[src/rtl/pad_feed_ctrl.sv]
// pad_feed_ctrl
//   Feeds SIZE x SIZE pixel maps from memory into a downstream padding stage,
//   one pixel read every GAP+1 cycles, for `frames` maps per job. It then waits
//   for the padding stage to emit its (SIZE+2*PADDING)^2 outputs plus pad_end
//   before moving to the next map.
//
// Ports
//   clk, rst_n        : clock, synchronous active-low reset
//   start, abort      : job request (one cycle) / cancel the running job
//   base_addr, frames : first pixel address and number of maps per job
//   busy, done, err   : job running / one-cycle completion / sticky error
//   mem_rd_en/addr    : pixel read request; mem_rd_data returns one cycle later
//   pad_ce, pad_vld,
//   pad_din           : padding stage enable, input strobe and pixel
//   pad_dout_vld,
//   pad_end           : padding stage output strobe and end-of-map flag
module pad_feed_ctrl #(
  parameter int N       = 8,
  parameter int CHANNEL = 3,
  parameter int SIZE    = 32,
  parameter int PADDING = 1,
  parameter int GAP     = 13,
  parameter int ADDR_W  = 16,
  parameter int TIMEOUT = 4096
) (
  input  logic                   clk,
  input  logic                   rst_n,
  input  logic                   start,
  input  logic                   abort,
  input  logic [ADDR_W-1:0]      base_addr,
  input  logic [7:0]             frames,
  output logic                   busy,
  output logic                   done,
  output logic                   err,
  output logic                   mem_rd_en,
  output logic [ADDR_W-1:0]      mem_addr,
  input  logic [CHANNEL*N-1:0]   mem_rd_data,
  output logic                   pad_ce,
  output logic                   pad_vld,
  output logic [CHANNEL*N-1:0]   pad_din,
  input  logic                   pad_dout_vld,
  input  logic                   pad_end
);

  localparam int TOTAL_RD  = SIZE * SIZE;
  localparam int TOTAL_OUT = (SIZE + 2 * PADDING) * (SIZE + 2 * PADDING);
  localparam int RD_W      = $clog2(TOTAL_RD + 1);
  localparam int OUT_W     = $clog2(TOTAL_OUT + 1);
  localparam int GAP_W     = (GAP > 0) ? $clog2(GAP + 1) : 1;
  localparam int TO_W      = $clog2(TIMEOUT + 1);

  localparam logic [RD_W-1:0]  RD_TGT  = RD_W'(TOTAL_RD);
  localparam logic [OUT_W-1:0] OUT_MAX = OUT_W'(TOTAL_OUT);
  localparam logic [OUT_W:0]   OUT_TGT = (OUT_W + 1)'(TOTAL_OUT);
  localparam logic [GAP_W-1:0] GAP_LD  = GAP_W'(GAP);
  localparam logic [TO_W-1:0]  TO_LAST = TO_W'(TIMEOUT - 1);

  typedef enum logic [2:0] {IDLE, PRIME, FEED, DRAIN, NEXT, DONE} state_t;

  state_t              state_reg, state_next;
  logic [ADDR_W-1:0]   addr_reg;
  logic [7:0]          frames_reg;
  logic [RD_W-1:0]     rd_cnt_reg;
  logic [GAP_W-1:0]    gap_cnt_reg;
  logic [OUT_W-1:0]    out_cnt_reg;
  logic                ovf_reg;
  logic                end_seen_reg;
  logic [TO_W-1:0]     drain_cnt_reg;
  logic                err_reg;
  logic                pad_vld_reg;

  logic                rd_fire;
  logic [OUT_W:0]      cnt_eff;
  logic                overflow;
  logic                frame_ok;
  logic                timeout;
  logic                err_set;

  // Count including a pulse arriving this cycle, so pad_end coinciding with
  // the final output strobe is accepted without an extra cycle.
  assign cnt_eff  = {1'b0, out_cnt_reg} + {{OUT_W{1'b0}}, pad_dout_vld};
  assign overflow = ovf_reg || ((out_cnt_reg == OUT_MAX) && pad_dout_vld);
  assign frame_ok = (cnt_eff == OUT_TGT) && (end_seen_reg || pad_end);
  assign timeout  = (drain_cnt_reg == TO_LAST);
  assign rd_fire  = (state_reg == FEED) && (gap_cnt_reg == '0) && (rd_cnt_reg != RD_TGT);

  always_comb begin
    state_next = state_reg;
    err_set    = 1'b0;
    case (state_reg)
      IDLE:  if (start) state_next = (frames != 8'd0) ? PRIME : DONE;
      PRIME: state_next = FEED;
      // Wait for the last read's pad_vld to go out before draining.
      FEED:  if ((rd_cnt_reg == RD_TGT) && pad_vld_reg) state_next = DRAIN;
      DRAIN: begin
        if (overflow) begin
          state_next = DONE;
          err_set    = 1'b1;
        end else if (frame_ok) begin
          state_next = NEXT;
        end else if (timeout) begin
          state_next = DONE;
          err_set    = 1'b1;
        end
      end
      NEXT:  state_next = (frames_reg == 8'd1) ? DONE : PRIME;
      DONE:  state_next = IDLE;
      default: state_next = IDLE;
    endcase
    if (abort && (state_reg != IDLE)) begin
      state_next = IDLE;
      err_set    = 1'b0;
    end
  end

  always_ff @(posedge clk) begin
    if (!rst_n) begin
      state_reg     <= IDLE;
      addr_reg      <= '0;
      frames_reg    <= '0;
      rd_cnt_reg    <= '0;
      gap_cnt_reg   <= '0;
      out_cnt_reg   <= '0;
      ovf_reg       <= 1'b0;
      end_seen_reg  <= 1'b0;
      drain_cnt_reg <= '0;
      err_reg       <= 1'b0;
      pad_vld_reg   <= 1'b0;
    end else begin
      state_reg   <= state_next;
      pad_vld_reg <= rd_fire;

      if ((state_reg == IDLE) && start) begin
        addr_reg   <= base_addr;
        frames_reg <= frames;
        err_reg    <= 1'b0;
      end else if (rd_fire) begin
        // Frames are contiguous, so the address simply keeps counting.
        addr_reg <= addr_reg + 1'b1;
      end
      if (err_set) err_reg <= 1'b1;

      if (state_reg == NEXT) frames_reg <= frames_reg - 8'd1;

      if (state_reg == PRIME) begin
        rd_cnt_reg  <= '0;
        gap_cnt_reg <= '0;
      end else if (rd_fire) begin
        rd_cnt_reg  <= rd_cnt_reg + 1'b1;
        gap_cnt_reg <= GAP_LD;
      end else if (gap_cnt_reg != '0) begin
        gap_cnt_reg <= gap_cnt_reg - 1'b1;
      end

      // Output counter saturates at the expected total; an extra strobe is
      // remembered as an overflow instead of wrapping.
      if (state_reg == PRIME) begin
        out_cnt_reg  <= '0;
        ovf_reg      <= 1'b0;
        end_seen_reg <= 1'b0;
      end else if ((state_reg == FEED) || (state_reg == DRAIN)) begin
        if (pad_dout_vld) begin
          if (out_cnt_reg == OUT_MAX) ovf_reg <= 1'b1;
          else                        out_cnt_reg <= out_cnt_reg + 1'b1;
        end
        if (pad_end) end_seen_reg <= 1'b1;
      end

      if (state_reg == DRAIN) drain_cnt_reg <= drain_cnt_reg + 1'b1;
      else                    drain_cnt_reg <= '0;
    end
  end

  assign busy      = (state_reg != IDLE);
  assign done      = (state_reg == DONE);
  assign err       = err_reg;
  assign pad_ce    = (state_reg == PRIME) || (state_reg == FEED) || (state_reg == DRAIN);
  assign mem_rd_en = rd_fire;
  assign mem_addr  = addr_reg;
  assign pad_vld   = pad_vld_reg;
  assign pad_din   = pad_vld_reg ? mem_rd_data : '0;

endmodule

[config.mk]
export PLATFORM = sky130hd
export DESIGN_NAME = pad_feed_ctrl
export DESIGN_NICKNAME = d
export VERILOG_FILES = /design/src/rtl/pad_feed_ctrl.sv
export SDC_FILE = /design/constraint.sdc
export NUM_CORES = 1
export LEC_CHECK = 0
export ABC_AREA = 1
export ABC_CLOCK_PERIOD_IN_PS = 2900
export CAP_MARGIN = 20
export CORE_ASPECT_RATIO = 0.9
export CORE_MARGIN = 2
export CORE_UTILIZATION = 50
export CTS_CLUSTER_SIZE = 20
export DETAILED_ROUTE_END_ITERATION = 10
export PLACE_DENSITY = 0.85
export SYNTH_ARGS = -nofsm -noshare
export SYNTH_HDL_FRONTEND = slang
export SYNTH_SLANG_ARGS = --single-unit
[constraint.sdc]
create_clock -name clk -period 2.9 [get_ports clk]
set_input_delay 0.87 -clock clk [delete_from_list [all_inputs] [get_ports clk]]
set_output_delay 0.87 -clock clk [all_outputs]
set_load 0.01 [all_outputs]
==> out/metrics.csv <==
stage,metric,value,unit
placement,Post-DP HPWL,8210,um
clock_network,CTS Root Cell,clkbuf_8,
synthesis,Synth async-reset ratio,0,%
die,Placement Rows,31,
pwr,worst vdd ir,0.000579,V
pwr,Power Total,3.88,mW
sta,Final setup viols,0,
layout,dominant kind of cell,multi-input combinational cells,
clock_network,Bufs on Longest Clock Path,2,
critical_path,CP required,2.03,ns
synthesis,post-synthesis compound-gate area fraction,14.5,%
outcome,status,"complete, no violations",
critical_path,family with the most delay on the worst path,buffers and inverters,
layout,Top cell excl fill/tap,nand2_1,
drt,TritonRoute pass-1 iters,4,
layout,share of cells above drive strength 1,7.33,%
synthesis,mapped cell area,4160,sq um
synthesis,Yosys reg bits,70,
grt,largest net degree at the start of global routing,30,
sta,slew margin rel.,65.3,%
layout,Seq/total area,25.4,%
layout,Logic area,2250,sq um
critical_path,biggest cell delay along the critical path,0.53,ns
sta,Fin. Hold Viols,0,
critical_path,cells along the critical path,clkdlybuf4s50_1 > nand2_1 > inv_1 > clkdlybuf4s50_1,
synthesis,"Seq share, synth",33.7,%
placement,pre-CTS setup slack,0.0121,ns
pwr,Reg power frac,34.0,%
grt,Tot GR Track Use,25.0,%
synthesis,Mux area share,0,%
grt,total gr overflow,0,
layout,Top Layout Cells,"147 x nand2_1, 109 x inv_1, 95 x clkdlybuf4s50_1",
drt,max layer used,met4,
sta,unrepaired setup endpoints after global routing,false,
die,Core Region,8070,sq um
synthesis,Synth top area share,33.7,%
grt,initial antenna violation count,0,
die,die width,100,um
synthesis,yosys cell count,643,
pwr,internal power,2.43,mW
pwr,Power Clock,1.05,mW
sta,min Tclk post-route,2.85,ns
synthesis,Post-synth top flop,dfxtp_1,
pwr,sequential power,1.32,mW
sta,final hold slack,0.451,ns
critical_path,crit path capture,pad_din[20],
critical_path,Crit Path Class,input pin to primary output,
critical_path,reg2reg path depth,13,
die,Floorplan Utilization,51.6,%
drt,DR WL met2,5370,um
synthesis,Gate Count Post-Synth,643,
placement,area post-placement,5240,sq um
critical_path,cell depth of the worst setup path,4,
die,Top Ports,100,
grt,busiest grt layer,met2,
worst_hold_path,min-delay worst type,flip-flop to flip-flop,
synthesis,Unique cell types,38,
critical_path,worst reg2reg setup slack,0.89,ns
pwr,largest power group,combinational logic,
pwr,power per cell area,702,nW/um^2
drt,drt wl/cell,13.1,um
die,Tap Cells,99,
critical_path,Max Fanout on Critical Path,1,
synthesis,"Net Count, Synth",708,
pwr,Static Leak,2.37,nW
grt,met2 Use GR,43.2,%
sta,Final Max Tran Viols,0,
flow_run,Log Warnings,29,
pwr,combinational power,1.51,mW
pwr,sw frac,37.2,%
layout,Non-clock buffers,106,
layout,fillers,655,
drt,Routed Antenna Nets,0,
sta,Post-Route Setup TNS,0,ns
drt,met1 wire length,4830,um
drt,vias per inst,5.30,
layout,sequential standard cell area,1400,sq um
layout,post-route insts no fill,849,
layout,Synth-to-Final Area Change,32.9,%
critical_path,CP Capture Type,primary output,
grt,first-pass GRT wire length,18900,um
synthesis,number of enable flip-flop cells,0,
placement,port bufs,99,
die,Die H,90.5,um
synthesis,Simple-Gate Fraction of Synth Area,34.4,%
layout,#MultiIn Comb,445,
layout,Final Cell Area,5530,sq um
layout,fin util,68.5,%
synthesis,yosys xor share,1.90,%
pwr,clock share of power,27.2,%
critical_path,Setup crit start,mem_rd_data[20],
pwr,combinational share of power,38.8,%
layout,"Inverters, non-clock",113,
sta,final period utilization,98.3,%
synthesis,most frequent cell after synthesis,nand2_1,
layout,max reg flops,16,
flow_run,total of max-cap violations,0,
synthesis,Cell area leaders,"dfxtp_1 34%, nand2_1 13%, inv_1 9.8%",
clock_network,TritonCTS sink count,70,
drt,wire length on met3,798,um
layout,non-clock buffer share of cell area,19.0,%
clock_network,hold buffers post-CTS,0,
pwr,P_sw,1.44,mW
clock_network,CTS tree,done,
synthesis,YS chip area,4160,sq um
drt,Initial DRC Count,251,
critical_path,CP max-delay cell,clkdlybuf4s50_1,
m1.png
Supply wires on this layer in gray. Cells faint in the background.
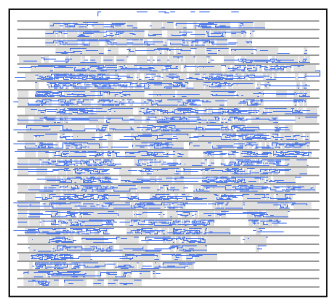
wire length on this layer: 4830 um
main direction: horizontal
vias: 4498
M1 GR Usage: 30.7%
Post-Route WL: 11100 um

clock_nets.png
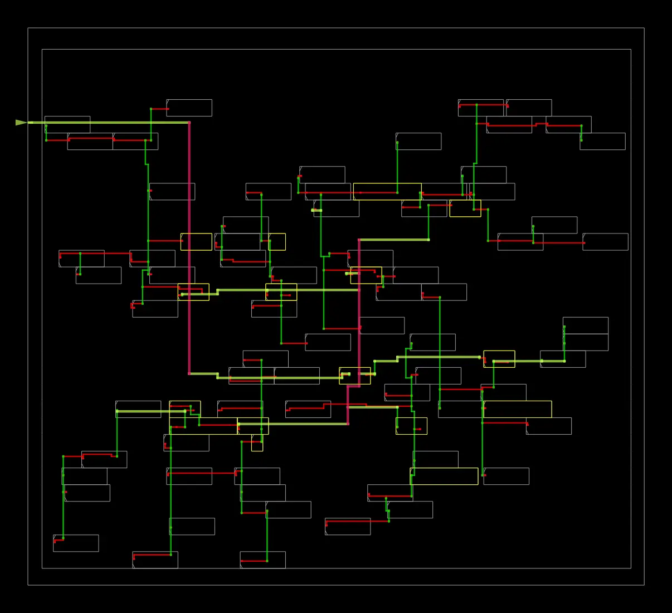
Final Skew: 0.0107 ns
clk_lat worst skew: 0.34 ns
CLK BUF: 10

Power is estimated from default activity; no workload was simulated.
